`src/rtl/nn_pkg.sv`:
```
// Shared types and constants for the NN activation datapath.
// Word/address widths, the bank depth and the stream FSM encoding.
// Imported by the activation buffer, its interface and its RAM banks.
package nn_pkg;

  localparam int DATA_W = 16;
  localparam int ADDR_W = 6;
  localparam int DEPTH  = 1 << ADDR_W;

  typedef logic [DATA_W-1:0] data_t;
  typedef logic [ADDR_W-1:0] addr_t;
  // One bit wider than an address so a full bank (DEPTH) is representable.
  typedef logic [ADDR_W:0]   cnt_t;

  localparam cnt_t FULL_CNT = cnt_t'(DEPTH);

  typedef logic [1:0] state_t;
  localparam state_t IDLE   = 2'd0;
  localparam state_t STREAM = 2'd1;
  localparam state_t DRAIN  = 2'd2;

endpackage

```
`src/rtl/layer_activation_buffer_if.sv`:
```
// Bundle of load/activation/stream signals around the activation buffer.
// master: controller/AF/MAC side that drives strobes and consumes the stream.
// slave: the activation buffer itself.
interface layer_activation_buffer_if;
  import nn_pkg::*;

  logic  ld_valid;
  data_t ld_data;
  logic  ld_clr;
  logic  act_valid;
  data_t act_data;
  logic  layer_swap;
  logic  rd_start;
  addr_t rd_len;
  logic  rd_valid;
  data_t rd_data;
  logic  rd_last;
  logic  busy;
  cnt_t  wr_count;
  logic  err;

  modport master (
    output ld_valid, ld_data, ld_clr, act_valid, act_data, layer_swap, rd_start, rd_len,
    input  rd_valid, rd_data, rd_last, busy, wr_count, err
  );

  modport slave (
    input  ld_valid, ld_data, ld_clr, act_valid, act_data, layer_swap, rd_start, rd_len,
    output rd_valid, rd_data, rd_last, busy, wr_count, err
  );

endinterface

```
`src/rtl/layer_activation_buffer_act_bank_ram.sv`:
```
// One activation bank: simple dual-port RAM, one write port, one synchronous read port.
// Latency: rdata valid the cycle after re is sampled.
// Backpressure: none; writes and reads are accepted every cycle.
// Ports: clk; we/waddr/wdata write port; re/raddr read request; rdata registered read data.
module act_bank_ram
  import nn_pkg::*;
(
  input  logic  clk,
  input  logic  we,
  input  addr_t waddr,
  input  data_t wdata,
  input  logic  re,
  input  addr_t raddr,
  output data_t rdata
);

  data_t mem [DEPTH];

  // Contents and read register are intentionally not reset.
  always_ff @(posedge clk) begin
    if (we) mem[waddr] <= wdata;
    if (re) rdata <= mem[raddr];
  end

endmodule

```
`src/rtl/layer_activation_buffer.sv`:
```
// Ping-pong activation store: AF results fill the WRITE bank, the READ bank streams to the MAC.
// Latency: first rd_valid two cycles after rd_start is present; one word per cycle after that.
// Backpressure: none; illegal loads/swaps/overflows are dropped and raise the sticky err.
// Ports: clk, rst_n (async, active-low); bus (slave modport) carries load, activation,
// swap, stream request/response, busy, wr_count and err.
module layer_activation_buffer
  import nn_pkg::*;
(
  input logic                      clk,
  input logic                      rst_n,
  layer_activation_buffer_if.slave bus
);

  state_t state, state_nxt;
  logic   bank_sel;            // 0: bank0 is READ, bank1 is WRITE
  cnt_t   wr_ptr, ld_ptr, ld_base;
  addr_t  rd_addr, rd_cnt;
  logic   rd_vld_q, rd_last_q, err_q;
  logic   busy, ram_re, issue_last;
  logic   start_ok, swap_ok, act_we, ld_we, err_set;
  logic   we0, we1;
  addr_t  waddr0, waddr1;
  data_t  wdata0, wdata1, rdata0, rdata1;

  // ---------------- FSM: state register ----------------
  always_ff @(posedge clk or negedge rst_n) begin
    if (!rst_n) state <= IDLE;
    else        state <= state_nxt;
  end

  // ---------------- FSM: next state ----------------
  always_comb begin
    state_nxt = state;
    unique case (state)
      IDLE:    if (start_ok)   state_nxt = STREAM;
      STREAM:  if (issue_last) state_nxt = DRAIN;
      DRAIN:                   state_nxt = IDLE;
      default:                 state_nxt = IDLE;
    endcase
  end

  // ---------------- FSM: outputs ----------------
  // DRAIN is the cycle the last word leaves the RAM, so busy covers it.
  always_comb begin
    busy       = (state != IDLE);
    ram_re     = (state == STREAM);
    issue_last = (state == STREAM) && (rd_cnt == addr_t'(1));
  end

  // ---------------- request decode ----------------
  assign start_ok = (state == IDLE) && bus.rd_start && (bus.rd_len != '0);
  assign swap_ok  = bus.layer_swap && !busy;
  assign act_we   = bus.act_valid && (wr_ptr != FULL_CNT);
  // ld_clr takes effect before a load in the same cycle.
  assign ld_base  = bus.ld_clr ? '0 : ld_ptr;
  assign ld_we    = bus.ld_valid && !busy && (ld_base != FULL_CNT);
  assign err_set  = (bus.act_valid && !act_we) ||
                    (bus.ld_valid && !ld_we) ||
                    (bus.layer_swap && busy);

  // ---------------- pointers, bank select, read pipeline ----------------
  always_ff @(posedge clk or negedge rst_n) begin
    if (!rst_n) begin
      bank_sel  <= 1'b0;
      wr_ptr    <= '0;
      ld_ptr    <= '0;
      rd_addr   <= '0;
      rd_cnt    <= '0;
      rd_vld_q  <= 1'b0;
      rd_last_q <= 1'b0;
      err_q     <= 1'b0;
    end else begin
      if (start_ok) begin
        rd_addr <= '0;
        rd_cnt  <= bus.rd_len;
      end else if (ram_re) begin
        rd_addr <= rd_addr + addr_t'(1);
        rd_cnt  <= rd_cnt - addr_t'(1);
      end
      // Valid/last follow the issued address by the RAM read latency.
      rd_vld_q  <= ram_re;
      rd_last_q <= issue_last;

      // A same-cycle activation lands in the old write bank; the swap then clears the pointer.
      if (swap_ok) begin
        bank_sel <= ~bank_sel;
        wr_ptr   <= '0;
      end else if (act_we) begin
        wr_ptr <= wr_ptr + cnt_t'(1);
      end

      if (ld_we)           ld_ptr <= ld_base + cnt_t'(1);
      else if (bus.ld_clr) ld_ptr <= '0;

      if (err_set) err_q <= 1'b1;
    end
  end

  // ---------------- bank muxing ----------------
  // Activations go to the WRITE bank, loads to the READ bank; never the same RAM.
  assign we0    = bank_sel ? act_we : ld_we;
  assign waddr0 = bank_sel ? wr_ptr[ADDR_W-1:0] : ld_base[ADDR_W-1:0];
  assign wdata0 = bank_sel ? bus.act_data : bus.ld_data;
  assign we1    = bank_sel ? ld_we : act_we;
  assign waddr1 = bank_sel ? ld_base[ADDR_W-1:0] : wr_ptr[ADDR_W-1:0];
  assign wdata1 = bank_sel ? bus.ld_data : bus.act_data;

  act_bank_ram u_bank0 (
    .clk   (clk),
    .we    (we0),
    .waddr (waddr0),
    .wdata (wdata0),
    .re    (ram_re),
    .raddr (rd_addr),
    .rdata (rdata0)
  );

  act_bank_ram u_bank1 (
    .clk   (clk),
    .we    (we1),
    .waddr (waddr1),
    .wdata (wdata1),
    .re    (ram_re),
    .raddr (rd_addr),
    .rdata (rdata1)
  );

  // bank_sel cannot change while busy, so the read mux is stable for the whole stream.
  assign bus.rd_valid = rd_vld_q;
  assign bus.rd_last  = rd_last_q;
  assign bus.rd_data  = rd_vld_q ? (bank_sel ? rdata1 : rdata0) : '0;
  assign bus.busy     = busy;
  assign bus.wr_count = wr_ptr;
  assign bus.err      = err_q;

endmodule
```
`src/flat_wrapper.sv`:
```
// flat-port wrapper written by rule: the top's interface ports become plain ports
module layer_activation_buffer_flat import nn_pkg::*;
  (clk, rst_n, bus_ld_valid, bus_ld_data, bus_ld_clr, bus_act_valid, bus_act_data, bus_layer_swap, bus_rd_start, bus_rd_len, bus_rd_valid, bus_rd_data, bus_rd_last, bus_busy, bus_wr_count, bus_err);
  layer_activation_buffer_if bus_i ();
  input logic clk;
  input logic rst_n;
  input wire logic [$bits(bus_i.ld_valid)-1:0] bus_ld_valid;
  input wire logic [$bits(bus_i.ld_data)-1:0] bus_ld_data;
  input wire logic [$bits(bus_i.ld_clr)-1:0] bus_ld_clr;
  input wire logic [$bits(bus_i.act_valid)-1:0] bus_act_valid;
  input wire logic [$bits(bus_i.act_data)-1:0] bus_act_data;
  input wire logic [$bits(bus_i.layer_swap)-1:0] bus_layer_swap;
  input wire logic [$bits(bus_i.rd_start)-1:0] bus_rd_start;
  input wire logic [$bits(bus_i.rd_len)-1:0] bus_rd_len;
  output wire logic [$bits(bus_i.rd_valid)-1:0] bus_rd_valid;
  output wire logic [$bits(bus_i.rd_data)-1:0] bus_rd_data;
  output wire logic [$bits(bus_i.rd_last)-1:0] bus_rd_last;
  output wire logic [$bits(bus_i.busy)-1:0] bus_busy;
  output wire logic [$bits(bus_i.wr_count)-1:0] bus_wr_count;
  output wire logic [$bits(bus_i.err)-1:0] bus_err;
  assign bus_i.ld_valid = bus_ld_valid;
  assign bus_i.ld_data = bus_ld_data;
  assign bus_i.ld_clr = bus_ld_clr;
  assign bus_i.act_valid = bus_act_valid;
  assign bus_i.act_data = bus_act_data;
  assign bus_i.layer_swap = bus_layer_swap;
  assign bus_i.rd_start = bus_rd_start;
  assign bus_i.rd_len = bus_rd_len;
  assign bus_rd_valid = bus_i.rd_valid;
  assign bus_rd_data = bus_i.rd_data;
  assign bus_rd_last = bus_i.rd_last;
  assign bus_busy = bus_i.busy;
  assign bus_wr_count = bus_i.wr_count;
  assign bus_err = bus_i.err;
  layer_activation_buffer u_core (.clk(clk), .rst_n(rst_n), .bus(bus_i));
endmodule
```
`config.mk`:
```
export PLATFORM = sky130hd
export DESIGN_NAME = layer_activation_buffer_flat
export DESIGN_NICKNAME = d
export VERILOG_FILES = /design/src/rtl/nn_pkg.sv /design/src/rtl/layer_activation_buffer_if.sv /design/src/rtl/layer_activation_buffer_act_bank_ram.sv /design/src/rtl/layer_activation_buffer.sv /design/src/flat_wrapper.sv
export SDC_FILE = /design/constraint.sdc
export NUM_CORES = 2
export LEC_CHECK = 0
export CAP_MARGIN = 40
export CELL_PAD_IN_SITES_DETAIL_PLACEMENT = 1
export CELL_PAD_IN_SITES_GLOBAL_PLACEMENT = 2
export CORE_MARGIN = 1.5
export CORE_UTILIZATION = 45
export DETAILED_ROUTE_END_ITERATION = 6
export GPL_TIMING_DRIVEN = 1
export HOLD_SLACK_MARGIN = 0.15
export MAX_ROUTING_LAYER = met4
export PLACE_DENSITY = 0.79
export SETUP_SLACK_MARGIN = 0.4
export SYNTH_ARGS = -nofsm -noshare
export SYNTH_HDL_FRONTEND = slang
export SYNTH_SLANG_ARGS = --single-unit
```
`constraint.sdc`:
```
create_clock -name clk -period 3 [get_ports clk]
set_input_delay 0.6 -clock clk [delete_from_list [all_inputs] [get_ports clk]]
set_output_delay 0.6 -clock clk [all_outputs]
set_load 0.02 [all_outputs]
```
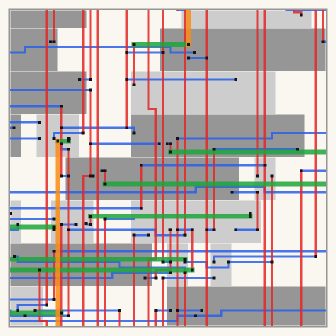
(images/zoom.png)
Region (313, 313) to (333, 333) µm. Cells in grey, sequential cells in the stronger grey; small squares are vias.
| layer | colour |
|---|---|
| met1 | blue |
| met3 | green |
| met2 | red |
| met4 | orange |
cells with their middle in the window: 13
sequential cells in the window: 5
most frequent: edfxtp_1 (5), nor2_1 (3), a22oi_1 (3)
netlist names of flops here include: u_core.u_bank0.mem (5)

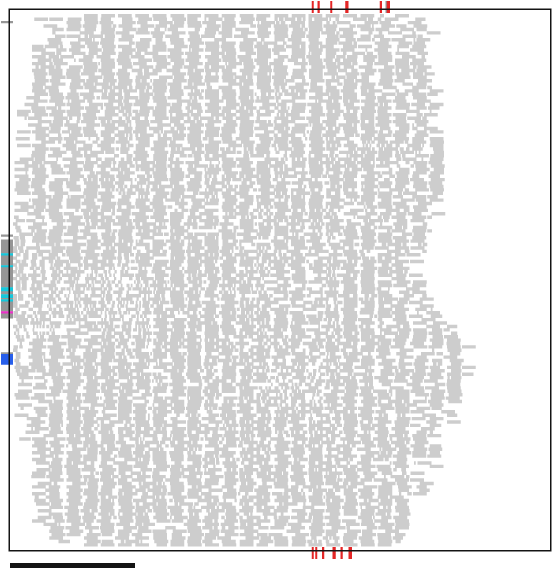
(images/pins.png)
The bar under the picture is 100 µm long. Pins as bars across the die edge, other pins in grey.
| port | colour | pins | direction | edge |
|---|---|---|---|---|
| bus_rd_data | red | 16 | output | 8 top, 8 bottom |
| bus_rd_last | magenta | 1 | output | left |
| bus_rd_len | blue | 6 | input | left |
| bus_wr_count | cyan | 7 | output | left |

==> flow report <==
========================================================================================================
Post-Synthesis Net Count                                                                            3948
Post-CTS setup repair buffer count                                                                   102
Endpoints failing setup                                                                                0
Post-detailed-route wirelength per cell                                                          36.7 µm
Iteration-0 DRC Markers                                                                             6217
Antenna violations before repair                                                                       6
Post-detail-place hpwl                                                                         155000 µm
Overall routing resource usage                                                                     28.1%
Final min period                                                                                 2900 ps
Post-route fraction of the period consumed by the critical path                                    96.8%
Final hold viol count                                                                                  0
Delay of the slowest critical-path stage                                                          510 ps
Number of global-route vias before repair                                                          45500
Required time of the worst setup path                                                            3590 ps
Tightest slew margin relative to the limit                                                         33.4%
Areal power density over the cells                                                            609 nW/µm²
Drt first pass iters                                                                                   5
Max Fanout on Critical Path                                                                           17
Number of placed cells counting well taps                                                           6503
Clock sink count                                                                                    2112
Highest-delay cell along the critical path                                                  sky130_fd_sc_hd__dfrtp_4
Post-CTS clock slew at the launch and capture registers of the worst setup and hold paths          70 ps
Sequential element share of the synthesized area                                                   77.0%
Grt ovf                                                                                                0
CTS tree                                                                                            done
Die boundary height                                                                               430 µm
Total Wirelength                                                                               260000 µm
Kind of path behind the tightest hold check                                                 input port to asynchronous set/reset pin
Maximum VDD drop                                                                              0.000571 V
Most frequent cells after synthesis                                                         sky130_fd_sc_hd__edfxtp_1, sky130_fd_sc_hd__mux4_2, sky130_fd_sc_hd__mux2i_1
Area share of the largest cell type after synthesis                                                76.0%
Adder and majority gate portion of the synthesized area                                           0.107%
Clock network latency to the later pin of the worst-skew pair                                     870 ps
Worst r2r path cells                                                                                  10
Number of cells in Yosys stat                                                                       3896
Post-synthesis share of cell area spent on xor and xnor gates                                     0.160%
Tally of max-capacitance violations                                                                    0
Critical-path cell list                                                                     buf_12 > buf_16 > buf_12 > buf_16 > mux2i_1 > o22ai_1 > a2111oi_4 > buf_4 > nor3_1 > o211a_1
Number of nets in the final layout                                                                  4604
Number of standard cells after synthesis                                                            3896
Worst Setup Slack, final                                                                         97.3 ps
Final setup skew                                                                                 38.5 ps
Count of synthesis-stage warnings from yosys                                                           0
Area figure in the yosys stat output                                                           82200 µm²
Top library cells by usage in the layout, fill and taps aside                               sky130_fd_sc_hd__edfxtp_1, sky130_fd_sc_hd__mux4_2, sky130_fd_sc_hd__buf_4
Post-place setup slack                                                                           -502 ps
Post-Syn Area                                                                                  82200 µm²
Outcome                                                                                     finished, final reports clean
Post-synthesis mux area share                                                                      15.2%
Post-synthesis async set-or-reset flop share                                                       1.52%
Count of cell types in the netlist                                                                    68
Post-synth EDFFs                                                                                    2080
Count of port buffers added during placement                                                          71
Synthesized area per cell                                                                       21.1 µm²
Most frequent logic cell in the layout                                                      sky130_fd_sc_hd__edfxtp_1
Slew at the pin with the worst max-slew slack                                                     998 ps
Dominant non-sequential cell family after synthesis                                         multiplexers
Buffer levels on the longest clock path                                                                3
# DRC                                                                                                  0
Global-route wire length before repair                                                         355000 µm
Most used standard cell by instance count after synthesis                                   sky130_fd_sc_hd__edfxtp_1
Synth area leaders                                                                          sky130_fd_sc_hd__edfxtp_1, sky130_fd_sc_hd__mux4_2, sky130_fd_sc_hd__mux2i_1
Final weighted congestion in routability-driven placement                                          0.903
Detailed-route via count                                                                           45400
CP startpoint kind                                                                              register
Cell chosen for the clock root                                                              sky130_fd_sc_hd__clkbuf_16
Share of synthesized cell area in and-or and or-and compound cells                                 3.88%
OpenROAD warning count                                                                                33
Number of cell rows                                                                                  156
Slack of the worst reg-to-reg path                                                                100 ps
Synth Area in Simple Gates                                                                         2.07%
Post-CTS Hold Fix Bufs                                                                                 1
Leading area contributor after synthesis                                                    sky130_fd_sc_hd__edfxtp_1
Signed area change from the synthesized netlist to the final layout                                23.6%
DIE AREA                                                                                      185000 µm²
Final count of pins violating max slew                                                                 0
Number of vias per cell                                                                             6.40
Dominant synthesized flop cell                                                              sky130_fd_sc_hd__edfxtp_1
FP Util                                                                                            45.4%
Crit path launch                                                                            u_core.rd_addr[0]
Critical path capture point                                                                 u_core.u_bank1.rdata[0]
Largest net degree at the start of global routing                                                     65
Leakage component of the power                                                                   31.7 nW
Count of antenna-violating nets left after detailed routing                                            0
Worst reg2reg path endpoint                                                                 u_core.u_bank1.rdata[0]
Floorplan die width                                                                               430 µm
Critical Path AT                                                                                 3490 ps
Post-cts gate resize count                                                                           321
Number of levels the H-tree was split into                                                             4
Startpoint of the worst-slack reg-to-reg timing path                                        u_core.rd_addr[0]
Max Fclk                                                                                         345 MHz
========================================================================================================
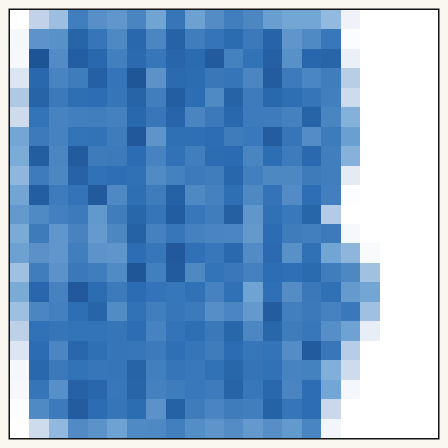
(images/density.png)
22 x 22 tiles, from white (low) to dark blue (high), 0 to 100% covered.
nearly empty tiles: 19%
mean over tiles: 53%
tiles over 75% full: 19%
fullest tile: 86%

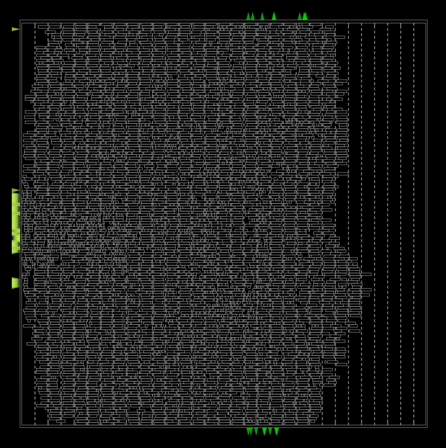
(images/final_placement.png)
floorplan core area: 181000 µm²
final core area utilization: 56.1%
count of non-filler cells in the finished layout: 7089
Taps Inserted: 2370

==> metal layers <==
layer	vias to the layer above	wire, µm	global-route usage [%]
met5	-	0	-
met1	24200	99000	37.5
met2	2900	125000	43.4
li1	17700	-	-
met3	567	23600	4.68
met4	0	12000	11.2
==> cells by family after synthesis <==
family                     after synthesis
AOI/OAI and AO/OA                      436
xor gates and xnor gates                15
adders and majority gates                7
buffers and inverters                  229
DFF                                   2112
muxes                                  720
and+or+nand+nor                        377
==> state kept, by name, indices dropped and copies added (netlist names), 2 cells and up <==
signal	count
u_core.bus.wr_count	7
u_core.ld_ptr	7
u_core.rd_addr	6
u_core.rd_cnt	6
u_core.state	2
u_core.u_bank0.mem	1024
u_core.u_bank0.rdata	16
u_core.u_bank1.mem	1024
u_core.u_bank1.rdata	16
==> per-stage QoR <==
step / area [µm²] / total power, mW / hold WS [ps] / TNS (ps)
4_1_cts: 99400 / 61.7 / 229 / 0
5_1_grt: 102000 / 63.0 / 274 / 0
3_5_place_dp: 89900 / 36.7 / 503 / -748490
2_1_floorplan: 83300 / 35.0 / 304 / 0
6_report: 102000 / 61.8 / 244 / 0
3_3_place_gp: 89700 / 36.6 / 504 / -629880
==> critical path: cells and delay by family (launching register included) <==
kind | cells | cell delay [ps]
mux | 1 | 170
flops | 1 | 510
buf+inv | 5 | 800
compound gates | 3 | 1040
simple gates | 1 | 80
==> final cells by class <==
class                      count  area, µm²
tap                         2370       2970
multi-input combinational   1555      20000
inverter                      16       65.1
antenna                        6       15.0
timing repair buffer         666       8710
clock inverter                99       1020
clock buffer                 265       5480
sequential                  2112      63300
fill                       15500      79600
==> power breakdown <==
| part | switching, mW | internal (mW) |
|---|---|---|
| Combinational | 2.22 | 0.965 |
| Clock | 11.1 | 14.4 |
| Sequential | 0.206 | 32.9 |
| Total | 13.5 | 48.4 |
Power figures rest on the tool's default switching activity, not on a simulated workload.
